==> images/registers.png <==
The bar under the picture is 20 um long. Other sequential cells in the stronger grey, the rest of the logic in the fainter grey.
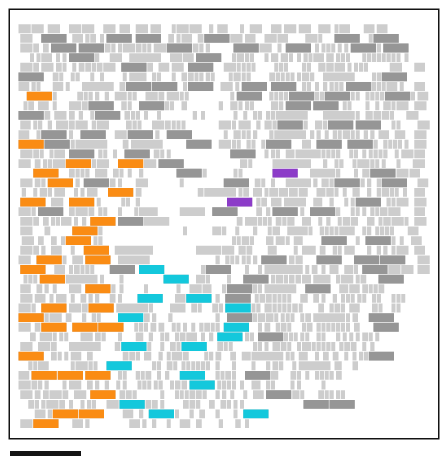
==> images/cell_classes.png <==
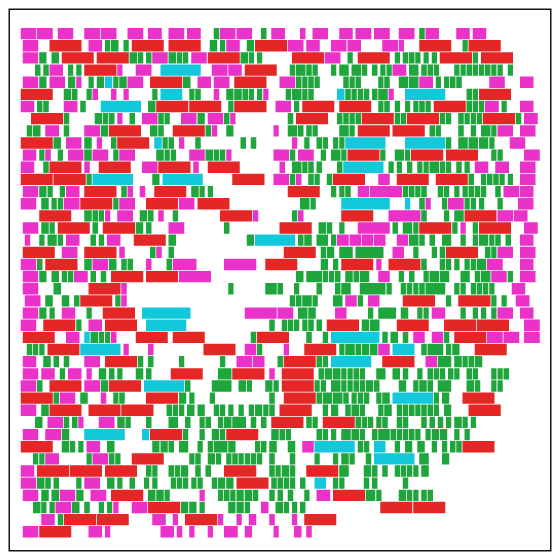
==> images/final_congestion.png <==
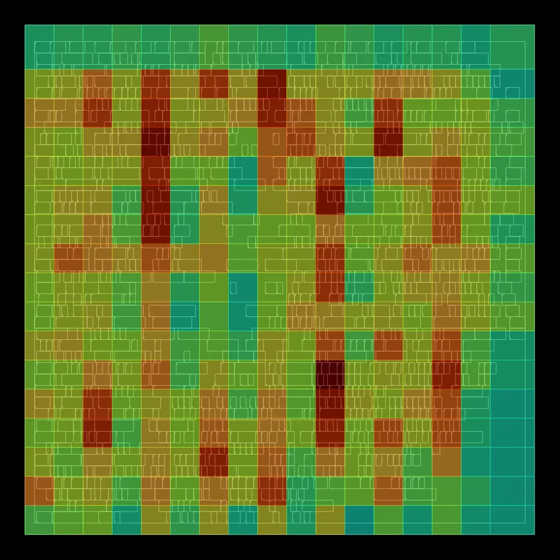
==> images/metal_stack.png <==
The bar under the picture is 20 um long.
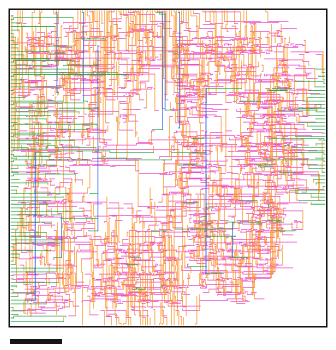
$ cat src/rtl/mem_req_initiator.sv
// mem_req_initiator: drives the Mem_Subsystem LOAD/STORE interface for a
// single CPU-side requester. One word request is in flight at a time. The
// block holds a strobe with a stable address until mem_ready or a timeout,
// then returns a one-cycle response. Every output is a flop.
module mem_req_initiator #(
   parameter int unsigned TIMEOUT_CYCLES = 64
) (
   input  logic        CLK,
   input  logic        RST,
   input  logic        req_valid,
   output logic        req_ready,
   input  logic        req_we,
   input  logic [31:0] req_addr,
   input  logic [31:0] req_wdata,
   output logic        resp_valid,
   output logic [31:0] resp_rdata,
   output logic        resp_err,
   output logic [31:0] input_address,
   output logic        LOAD,
   output logic        STORE,
   output logic [31:0] data_out,
   input  logic [31:0] data_in,
   input  logic        mem_ready,
   output logic [15:0] txn_count
);

   localparam logic [1:0] S_IDLE = 2'd0;
   localparam logic [1:0] S_WAIT = 2'd1;
   localparam logic [1:0] S_RESP = 2'd2;

   // Counter value seen in the last permitted WAIT cycle.
   localparam logic [15:0] TMO_LAST = 16'(TIMEOUT_CYCLES - 1);

   logic [1:0]  state;
   logic        we_q;
   logic [15:0] tmo_cnt;

   // Request FSM. All outputs are registered here, so each one reflects
   // the state that is being entered.
   always_ff @(posedge CLK) begin
      if (RST) begin
         state         <= S_IDLE;
         req_ready     <= 1'b1;
         resp_valid    <= 1'b0;
         resp_err      <= 1'b0;
         resp_rdata    <= '0;
         LOAD          <= 1'b0;
         STORE         <= 1'b0;
         input_address <= '0;
         data_out      <= '0;
         we_q          <= 1'b0;
         tmo_cnt       <= '0;
         txn_count     <= '0;
      end else begin
         case (state)
            S_IDLE: begin
               if (req_valid) begin
                  input_address <= req_addr;
                  data_out      <= req_wdata;
                  we_q          <= req_we;
                  tmo_cnt       <= '0;
                  req_ready     <= 1'b0;
                  if (req_addr[1:0] != 2'b00) begin
                     // Misaligned: answer with an error, never touch memory.
                     state      <= S_RESP;
                     resp_valid <= 1'b1;
                     resp_err   <= 1'b1;
                     resp_rdata <= '0;
                  end else begin
                     state <= S_WAIT;
                     LOAD  <= ~req_we;
                     STORE <= req_we;
                  end
               end
            end
            S_WAIT: begin
               // mem_ready is tested first, so it wins over a timeout that
               // lands in the same cycle.
               if (mem_ready) begin
                  state      <= S_RESP;
                  LOAD       <= 1'b0;
                  STORE      <= 1'b0;
                  resp_valid <= 1'b1;
                  resp_err   <= 1'b0;
                  resp_rdata <= we_q ? 32'h0 : data_in;
               end else if (tmo_cnt == TMO_LAST) begin
                  // Abort. A timed-out store counts as not performed.
                  state      <= S_RESP;
                  LOAD       <= 1'b0;
                  STORE      <= 1'b0;
                  resp_valid <= 1'b1;
                  resp_err   <= 1'b1;
                  resp_rdata <= '0;
               end else begin
                  tmo_cnt <= tmo_cnt + 16'd1;
               end
            end
            S_RESP: begin
               if (!resp_err) txn_count <= txn_count + 16'd1;
               state      <= S_IDLE;
               req_ready  <= 1'b1;
               resp_valid <= 1'b0;
               resp_err   <= 1'b0;
               resp_rdata <= '0;
            end
            default: begin
               state      <= S_IDLE;
               req_ready  <= 1'b1;
               resp_valid <= 1'b0;
               resp_err   <= 1'b0;
               LOAD       <= 1'b0;
               STORE      <= 1'b0;
            end
         endcase
      end
   end

endmodule

$ cat config.mk
export PLATFORM = sky130hd
export DESIGN_NAME = mem_req_initiator
export DESIGN_NICKNAME = d
export VERILOG_FILES = /design/src/rtl/mem_req_initiator.sv
export SDC_FILE = /design/constraint.sdc
export NUM_CORES = 1
export LEC_CHECK = 0
export ABC_AREA = 1
export CORE_MARGIN = 2
export CORE_UTILIZATION = 45
export DETAILED_ROUTE_END_ITERATION = 8
export PLACE_DENSITY = 0.8
export RECOVER_POWER = 50
export SLEW_MARGIN = 20
export SYNTH_ARGS = -nofsm -noshare
export SYNTH_HDL_FRONTEND = slang
export SYNTH_SLANG_ARGS = --single-unit
export TNS_END_PERCENT = 30
$ cat constraint.sdc
create_clock -name CLK -period 1.9 [get_ports CLK]
set_input_delay 0.38 -clock CLK [delete_from_list [all_inputs] [get_ports CLK]]
set_output_delay 0.38 -clock CLK [all_outputs]
set_load 0.05 [all_outputs]
==> results.txt <==
The full implementation flow was run.

The run finished with clean final reports. The share of synthesized cell area in full adder, half adder and majority cells stands at 0.4070%. Counting the warning lines in the Yosys log gives 0. The worst setup path is launched from a flip-flop. The relative contribution of sequential cells to total power stands at 35.9%. The top cell type in the final layout, fill and taps aside, is sky130_fd_sc_hd__nor2_1.

The part of the total power dissipated in the clock network stands at 35.7%. For this run, the script counts the antenna cells in the layout as 0. The logic area stands at 0.002753 mm2.

In this run, synthesis produced a sequential element count of 136. Across the run, the number of max-cap violations was 0. The final layout contains 1,249 nets.

The data arrival time reported for the critical path is 2.10 ns. During tapcell insertion the tool placed 176 well taps. Among all stages on the critical path, the largest delay is contributed by sky130_fd_sc_hd__dfxtp_1.

The number of standard cells reported by yosys stands at 931. Measured against the total synthesized area, the mux share comes to 0%. Per the detailed placement report, the placed cell area equals 0.008454 mm2. The number of design-rule violations left by the first detailed-router iteration stands at 510. The switching power stands at 3.179 mW.

The basic-gate share of the synthesized area counting and, or, nand and nor cells stands at 35.43%. Across all stage logs, warnings added up to 26. The smallest hold slack stands at 0.4683 ns. Clock tree synthesis selected as its root buffer the cell sky130_fd_sc_hd__clkbuf_16. The die width stands at 120.9 um.

The number of optimization iterations in the first detailed-route pass stands at 5. Per the GRT congestion report, total overflow comes to 0. The power report attributes to the combinational group a share of 28.4%.

The clock tree synthesis step divided the H-tree into 4 levels. The total power stands at 9.203 mW. The share of the clock period used by the worst path stands at 91.85%.

By area, the class that comes first in the final layout consists of multi-input combinational cells. Summing all flip-flop and latch instances after layout gives 0.002723 mm2. For reference, the top cells by area after synthesis are sky130_fd_sc_hd__dfxtp_1 (44%), sky130_fd_sc_hd__nor2_1 (14%), sky130_fd_sc_hd__nand2_1 (12%), sky130_fd_sc_hd__inv_1 (7.0%), sky130_fd_sc_hd__o21ai_0 (6.0%). Based on the critical path, the design can be clocked at up to 0.5730 GHz. The worst setup slack before clock tree synthesis stands at -0.06505 ns.
## Picture notes: registers.png
| signal | colour | flops |
|---|---|---|
| state | purple | 2 |
| input_address | orange | 32 |
| txn_count | cyan | 16 |
power drawn by the sequential cells: 3.30 mW
final standard cell utilization of the core: 65.60%

## Picture notes: cell_classes.png
| class | colour | cells | share of their area |
|---|---|---|---|
| flip-flops | red | 136 | 32% |
| clock drivers and dummy loads | cyan | 30 | 6.9% |
| other buffers and delay cells | magenta | 244 | 24% |
| all other logic | green | 747 | 38% |
Core Footprint: 0.01330 mm2
Seq area share: 31.22%
post-layout instance area: 0.008722 mm2

## Picture notes: final_congestion.png
global routing's busiest layer: met2
global-route track usage on met2: 38.38%

## Picture notes: metal_stack.png
| layer | colour | wire length |
|---|---|---|
| met2 | orange | 8,140 um |
| met4 | blue | 417 um |
| met1 | magenta | 7,030 um |
| met3 | green | 1,710 um |
via count: 6,435
routed length per instance: 12.98 um
drt total wl: 17,300 um

-- final timing paths --
kind,start,end,slack (ns)
min reg2reg,resp_valid,resp_valid,0.47
min,resp_valid,resp_valid,0.47
max,tmo_cnt[0],resp_valid,0.15
max reg2reg,tmo_cnt[0],resp_valid,0.15
-- layer usage --
metal	wire [um]	share of wire [%]	global-route usage, %	up-vias
met5	0	0	0	-
met4	416	2.4	9.375	0
met3	1706	9.9	9.352	29
met1	7030	41	27.65	2860
li1	-	-	-	3322
met2	8143	47	38.38	224
-- repair_timing --
| item | 4_1_cts | 5_1_grt |
|---|---|---|
| gates resized | 55 | 2 |
| endpoints found under the hold margin | 0 | 0 |
| buffers inserted | 0 | 0 |
| setup endpoints to repair | 55 | 6 |
| hold buffers | 0 | 0 |
Power figures rest on the tool's default switching activity, not on a simulated workload.
